[config.mk]
export PLATFORM = sky130hd
export DESIGN_NAME = msx_slot_initiator_flat
export DESIGN_NICKNAME = d
export VERILOG_FILES = /design/src/rtl/msx_slot_pkg.sv /design/src/rtl/msx_slot_initiator_if.sv /design/src/rtl/msx_phase_timer.sv /design/src/rtl/msx_slot_initiator.sv /design/src/flat_wrapper.sv
export SDC_FILE = /design/constraint.sdc
export NUM_CORES = 1
export LEC_CHECK = 0
export ABC_AREA = 1
export CAP_MARGIN = 20
export CORE_MARGIN = 2
export CORE_UTILIZATION = 46
export DETAILED_ROUTE_END_ITERATION = 16
export HOLD_SLACK_MARGIN = 0.02
export PLACE_DENSITY = 0.92
export REMOVE_ABC_BUFFERS = 1
export SYNTH_ARGS = -nofsm -noshare
export SYNTH_HDL_FRONTEND = slang
export SYNTH_HIERARCHICAL = 1
export SYNTH_SLANG_ARGS = --single-unit
[constraint.sdc]
create_clock -name clk -period 3.5 [get_ports clk]
set_input_delay 0.875 -clock clk [delete_from_list [all_inputs] [get_ports clk]]
set_output_delay 0.875 -clock clk [all_outputs]
set_load 0.005 [all_outputs]
[src/rtl/msx_slot_pkg.sv]
`default_nettype none
// ============================================================================
// Module      : msx_slot_pkg
// Description : Shared types and constants for the MSX cartridge-slot
//               initiator: bus-cycle state encoding, default phase lengths
//               and the phase-timer width.
// Revision    : 1.0 - initial release
// ============================================================================
package msx_slot_pkg;

  // Bus-cycle phases. Width is fixed at 2 bits so the encoding is explicit.
  typedef enum logic [1:0] {
    ST_IDLE   = 2'd0,
    ST_SETUP  = 2'd1,
    ST_STROBE = 2'd2,
    ST_HOLD   = 2'd3
  } state_t;

  // Default phase lengths in clock cycles (legal range 1..15 each).
  localparam int unsigned c_SETUP_CYC_DEF  = 1;
  localparam int unsigned c_STROBE_CYC_DEF = 3;
  localparam int unsigned c_HOLD_CYC_DEF   = 1;

  // Phase timer width; bounds every phase length to 15 cycles.
  localparam int unsigned c_TIMER_W = 4;

  // The timer flags done when it reaches zero, so a phase of N cycles
  // is timed by loading N-1 on entry.
  function automatic logic [c_TIMER_W-1:0] phase_load(input int unsigned cyc);
    phase_load = c_TIMER_W'(cyc - 1);
  endfunction

endpackage
`default_nettype wire

[src/rtl/msx_slot_initiator_if.sv]
`default_nettype none
// ============================================================================
// Module      : msx_slot_initiator_if
// Description : Host request/response handshake plus the MSX slot bus
//               (slot select, strobes, address, split data bus, wait).
//   master : the initiator view (drives ready/response and slot outputs)
//   slave  : the environment view (host requester + cartridge side)
//   Host side : req_valid, req_ready, req_write, req_addr[15:0],
//               req_wdata[7:0], rsp_valid, rsp_rdata[7:0]
//   Slot side : sltsl_n, rd_n, wr_n, a[15:0], d_out[7:0], d_oe,
//               d_in[7:0], wait_n
// Revision    : 1.0 - initial release
// ============================================================================
interface msx_slot_initiator_if;

  logic        req_valid;
  logic        req_ready;
  logic        req_write;
  logic [15:0] req_addr;
  logic [7:0]  req_wdata;
  logic        rsp_valid;
  logic [7:0]  rsp_rdata;

  logic        sltsl_n;
  logic        rd_n;
  logic        wr_n;
  logic [15:0] a;
  logic [7:0]  d_out;
  logic        d_oe;
  logic [7:0]  d_in;
  logic        wait_n;

  modport master (
    input  req_valid, req_write, req_addr, req_wdata, d_in, wait_n,
    output req_ready, rsp_valid, rsp_rdata,
    output sltsl_n, rd_n, wr_n, a, d_out, d_oe
  );

  modport slave (
    output req_valid, req_write, req_addr, req_wdata, d_in, wait_n,
    input  req_ready, rsp_valid, rsp_rdata,
    input  sltsl_n, rd_n, wr_n, a, d_out, d_oe
  );

endinterface
`default_nettype wire

[src/rtl/msx_phase_timer.sv]
`default_nettype none
// ============================================================================
// Module      : msx_phase_timer
// Description : 4-bit loadable down-counter with a done flag. Counts down to
//               zero and parks there; o_done is high while the count is zero.
//   clk     in  rising-edge clock
//   reset_n in  synchronous active-low reset (count cleared)
//   i_load  in  load i_value this edge (takes priority over counting)
//   i_value in  load value (phase length minus one)
//   o_done  out count is zero
// Revision    : 1.0 - initial release
// ============================================================================
module msx_phase_timer
  import msx_slot_pkg::*;
(
  input  wire logic                 clk,
  input  wire logic                 reset_n,
  input  wire logic                 i_load,
  input  wire logic [c_TIMER_W-1:0] i_value,
  output logic                      o_done
);

  logic [c_TIMER_W-1:0] r_count;

  always_ff @(posedge clk) begin
    if (!reset_n) begin
      r_count <= '0;
    end else if (i_load) begin
      r_count <= i_value;
    end else if (r_count != '0) begin
      r_count <= r_count - 1'b1;
    end
  end

  assign o_done = (r_count == '0);

endmodule
`default_nettype wire

[src/rtl/msx_slot_initiator.sv]
`default_nettype none
// ============================================================================
// Module      : msx_slot_initiator
// Description : Turns single host read/write requests into MSX cartridge-slot
//               bus cycles: SETUP (address + slot select), STROBE (rd_n or
//               wr_n low), HOLD (strobe released, one-cycle response pulse).
//   Parameters : SETUP_CYC, STROBE_CYC, HOLD_CYC  phase lengths, 1..15
//   clk        in  rising-edge clock
//   reset_n    in  synchronous active-low reset
//   bus        msx_slot_initiator_if.master  host handshake + slot bus
//   Build option : define MSX_SLOT_WAIT_EN to let wait_n stretch STROBE;
//                  otherwise wait_n is ignored.
// Revision    : 1.0 - initial release
// ============================================================================
module msx_slot_initiator
  import msx_slot_pkg::*;
#(
  parameter int unsigned SETUP_CYC  = c_SETUP_CYC_DEF,
  parameter int unsigned STROBE_CYC = c_STROBE_CYC_DEF,
  parameter int unsigned HOLD_CYC   = c_HOLD_CYC_DEF
) (
  input  wire logic               clk,
  input  wire logic               reset_n,
  msx_slot_initiator_if.master    bus
);

  state_t               r_state;
  logic                 r_write;
  logic                 r_ready;
  logic                 r_sltsl_n;
  logic                 r_rd_n;
  logic                 r_wr_n;
  logic                 r_d_oe;
  logic [15:0]          r_a;
  logic [7:0]           r_d_out;
  logic                 r_rsp_valid;
  logic [7:0]           r_rsp_rdata;

  logic                 w_done;
  logic                 w_accept;
  logic                 w_wait_ok;
  logic                 w_strobe_exit;
  logic                 w_load;
  logic [c_TIMER_W-1:0] w_load_val;

  // req_ready is high exactly when the FSM is in IDLE.
  assign w_accept = (r_state == ST_IDLE) && bus.req_valid;

`ifdef MSX_SLOT_WAIT_EN
  // A low wait_n on the final strobe cycle holds STROBE for another cycle.
  assign w_wait_ok = bus.wait_n;
`else
  logic w_unused_wait;
  assign w_unused_wait = bus.wait_n;
  assign w_wait_ok     = 1'b1;
`endif

  assign w_strobe_exit = (r_state == ST_STROBE) && w_done && w_wait_ok;

  // Reload the phase timer on every state entry. HOLD->IDLE needs no load:
  // the count is already parked at zero for the next accept.
  always_comb begin
    w_load     = 1'b0;
    w_load_val = '0;
    case (r_state)
      ST_IDLE: begin
        if (w_accept) begin
          w_load     = 1'b1;
          w_load_val = phase_load(SETUP_CYC);
        end
      end
      ST_SETUP: begin
        if (w_done) begin
          w_load     = 1'b1;
          w_load_val = phase_load(STROBE_CYC);
        end
      end
      ST_STROBE: begin
        if (w_strobe_exit) begin
          w_load     = 1'b1;
          w_load_val = phase_load(HOLD_CYC);
        end
      end
      default: begin
      end
    endcase
  end

  msx_phase_timer u_timer (
    .clk     (clk),
    .reset_n (reset_n),
    .i_load  (w_load),
    .i_value (w_load_val),
    .o_done  (w_done)
  );

  // Bus-cycle FSM. All slot and host outputs are registered here and change
  // only on phase transitions, so they are glitch-free at the pins.
  always_ff @(posedge clk) begin
    if (!reset_n) begin
      r_state     <= ST_IDLE;
      r_write     <= 1'b0;
      r_ready     <= 1'b1;
      r_sltsl_n   <= 1'b1;
      r_rd_n      <= 1'b1;
      r_wr_n      <= 1'b1;
      r_d_oe      <= 1'b0;
      r_a         <= '0;
      r_d_out     <= '0;
      r_rsp_valid <= 1'b0;
      r_rsp_rdata <= '0;
    end else begin
      r_rsp_valid <= 1'b0;
      case (r_state)
        ST_IDLE: begin
          if (w_accept) begin
            // Capture the request; later changes on the request lines
            // have no effect on this cycle.
            r_state   <= ST_SETUP;
            r_write   <= bus.req_write;
            r_a       <= bus.req_addr;
            if (bus.req_write) begin
              r_d_out <= bus.req_wdata;
            end
            r_d_oe    <= bus.req_write;
            r_ready   <= 1'b0;
            r_sltsl_n <= 1'b0;
          end
        end
        ST_SETUP: begin
          if (w_done) begin
            r_state <= ST_STROBE;
            r_rd_n  <= r_write;
            r_wr_n  <= ~r_write;
          end
        end
        ST_STROBE: begin
          if (w_strobe_exit) begin
            r_state     <= ST_HOLD;
            r_rd_n      <= 1'b1;
            r_wr_n      <= 1'b1;
            r_sltsl_n   <= 1'b1;
            r_rsp_valid <= 1'b1;
            if (!r_write) begin
              r_rsp_rdata <= bus.d_in;
            end
          end
        end
        ST_HOLD: begin
          if (w_done) begin
            r_state <= ST_IDLE;
            r_d_oe  <= 1'b0;
            r_ready <= 1'b1;
          end
        end
        default: begin
          r_state <= ST_IDLE;
        end
      endcase
    end
  end

  assign bus.req_ready = r_ready;
  assign bus.rsp_valid = r_rsp_valid;
  assign bus.rsp_rdata = r_rsp_rdata;
  assign bus.sltsl_n   = r_sltsl_n;
  assign bus.rd_n      = r_rd_n;
  assign bus.wr_n      = r_wr_n;
  assign bus.a         = r_a;
  assign bus.d_out     = r_d_out;
  assign bus.d_oe      = r_d_oe;

endmodule
`default_nettype wire

[src/flat_wrapper.sv]
// flat-port wrapper written by rule: the top's interface ports become plain ports
module msx_slot_initiator_flat import msx_slot_pkg::*;
#(
  parameter int unsigned SETUP_CYC  = c_SETUP_CYC_DEF,
  parameter int unsigned STROBE_CYC = c_STROBE_CYC_DEF,
  parameter int unsigned HOLD_CYC   = c_HOLD_CYC_DEF
)
  (clk, reset_n, bus_req_valid, bus_req_write, bus_req_addr, bus_req_wdata, bus_d_in, bus_wait_n, bus_req_ready, bus_rsp_valid, bus_rsp_rdata, bus_sltsl_n, bus_rd_n, bus_wr_n, bus_a, bus_d_out, bus_d_oe);
  msx_slot_initiator_if bus_i ();
  input  wire logic clk;
  input  wire logic reset_n;
  input wire logic [$bits(bus_i.req_valid)-1:0] bus_req_valid;
  input wire logic [$bits(bus_i.req_write)-1:0] bus_req_write;
  input wire logic [$bits(bus_i.req_addr)-1:0] bus_req_addr;
  input wire logic [$bits(bus_i.req_wdata)-1:0] bus_req_wdata;
  input wire logic [$bits(bus_i.d_in)-1:0] bus_d_in;
  input wire logic [$bits(bus_i.wait_n)-1:0] bus_wait_n;
  output wire logic [$bits(bus_i.req_ready)-1:0] bus_req_ready;
  output wire logic [$bits(bus_i.rsp_valid)-1:0] bus_rsp_valid;
  output wire logic [$bits(bus_i.rsp_rdata)-1:0] bus_rsp_rdata;
  output wire logic [$bits(bus_i.sltsl_n)-1:0] bus_sltsl_n;
  output wire logic [$bits(bus_i.rd_n)-1:0] bus_rd_n;
  output wire logic [$bits(bus_i.wr_n)-1:0] bus_wr_n;
  output wire logic [$bits(bus_i.a)-1:0] bus_a;
  output wire logic [$bits(bus_i.d_out)-1:0] bus_d_out;
  output wire logic [$bits(bus_i.d_oe)-1:0] bus_d_oe;
  assign bus_i.req_valid = bus_req_valid;
  assign bus_i.req_write = bus_req_write;
  assign bus_i.req_addr = bus_req_addr;
  assign bus_i.req_wdata = bus_req_wdata;
  assign bus_i.d_in = bus_d_in;
  assign bus_i.wait_n = bus_wait_n;
  assign bus_req_ready = bus_i.req_ready;
  assign bus_rsp_valid = bus_i.rsp_valid;
  assign bus_rsp_rdata = bus_i.rsp_rdata;
  assign bus_sltsl_n = bus_i.sltsl_n;
  assign bus_rd_n = bus_i.rd_n;
  assign bus_wr_n = bus_i.wr_n;
  assign bus_a = bus_i.a;
  assign bus_d_out = bus_i.d_out;
  assign bus_d_oe = bus_i.d_oe;
  msx_slot_initiator #(.SETUP_CYC(SETUP_CYC), .STROBE_CYC(STROBE_CYC), .HOLD_CYC(HOLD_CYC)) u_core (.clk(clk), .reset_n(reset_n), .bus(bus_i));
endmodule
==> results_slide.txt <==
Run Summary

Worst setup path
  – Worst path required time: 3700 ps
  – Cell depth of the worst flop-to-flop path: 11
  – CP Launch Type: primary input
  – Reg2reg start: u_core/u_timer/r_count[0]
  – Reg2Reg Setup Slack: 1360 ps

Pwr
  – NetSw: 0.0006714 W
  – Power share of the combinational group: 0.411
  – Total power: 0.001905 W
  – Int Power: 0.001233 W
  – Net Sw Frac: 0.3525

Route
  – Met1 WL: 1766 um
  – Final wirelength: 4358 um
  – Residual DRC count: 0
  – Vias per inst: 4.871

Run status
  – Outcome: finished clean

CTS
  – # resized after CTS: 0

Timing
  – Tcrit/Tclk final: 0.6529
  – Tmin final: 2285 ps
  – Setup tns final: 0 ps

Min path
  – Worst Hold Depth: 2
  – Worst Hold Launch: u_core/bus.req_ready

Yosys
  – Mean Syn Cell Area: 7.755 um2
  – Main logic family: simple AND/OR/NAND/NOR gates
  – Synth top cell by count: nor2_1
  – Simple share: 0.2730
  – Ys cells: 247

Place
  – Port Buffer Count: 73
  – Placer congestion estimate: 0.8309
  – Place WS: 888.8 ps

Finish
  – Nets: 364
  – Multi-input logic area: 867.1 um2
  – Largest register FFs: 16

Global routing
  – Initial antenna violation count: 0
  – First-pass GRT wire length: 7396 um

Floorplan
  – Die width: 68.53 um
  – FP Util: 0.4789
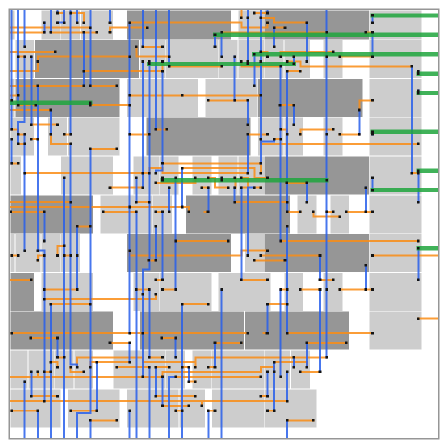
**Above:** layout detail.
Window x 36 to 66, y 2 to 32 um. Cells in gray, sequential cells in the stronger gray; small squares are vias.
M2 -> blue
M1 -> orange
M3 -> green
most frequent = clkdlybuf4s50_1 (24), nor2_1 (24), dfxtp_1 (14)
cells with their middle in the window = 78
netlist names of flops here include = `u_core/bus.a` (11)
sequential cells in the window = 14

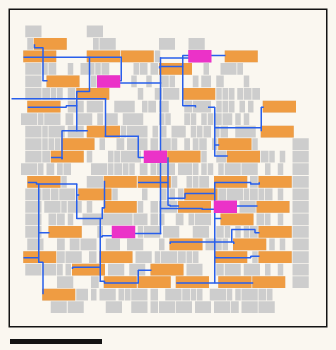
**Above:** routed clock nets over the placement.
Bar = 20 um.
clock wires -> blue  # length 493 um
clock-net drivers -> magenta  # count 5
flip-flops -> orange  # count 45
routed clock nets = 6
flops lie = spread over the die
Clock Latency Late Sink: 300 ps
skew final: 11.38 ps
Power Clock: 0.000408 W

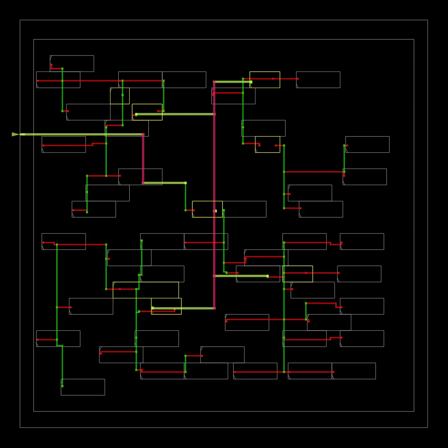
**Above:** clock wiring as the flow saved it.
Flop Count: 45
CLK BUF: 5
Num CTS Buffers: 5
Clock Sinks: 45

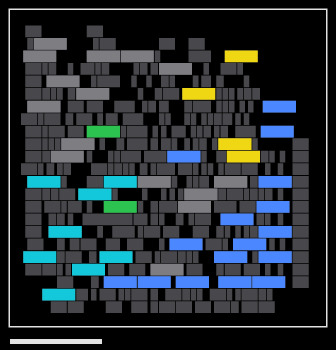
**Above:** sequential cells colored by netlist name.
Bar = 20 um. Other sequential cells in the stronger gray, the rest of the logic in the fainter gray.
`u_core/r_state` -> green  # sequential cells 2
`u_core/u_timer/r_count` -> yellow  # sequential cells 4
`u_core/bus.d_out` -> cyan  # sequential cells 8
`u_core/bus.a` -> blue  # sequential cells 16
sequential standard cell area: 900.9 um2
flop share of the area: 0.3256
Seq group: 0.000714 W
post-layout util: 0.6916

No activity file was given, so power comes from the tool's default toggle rates.
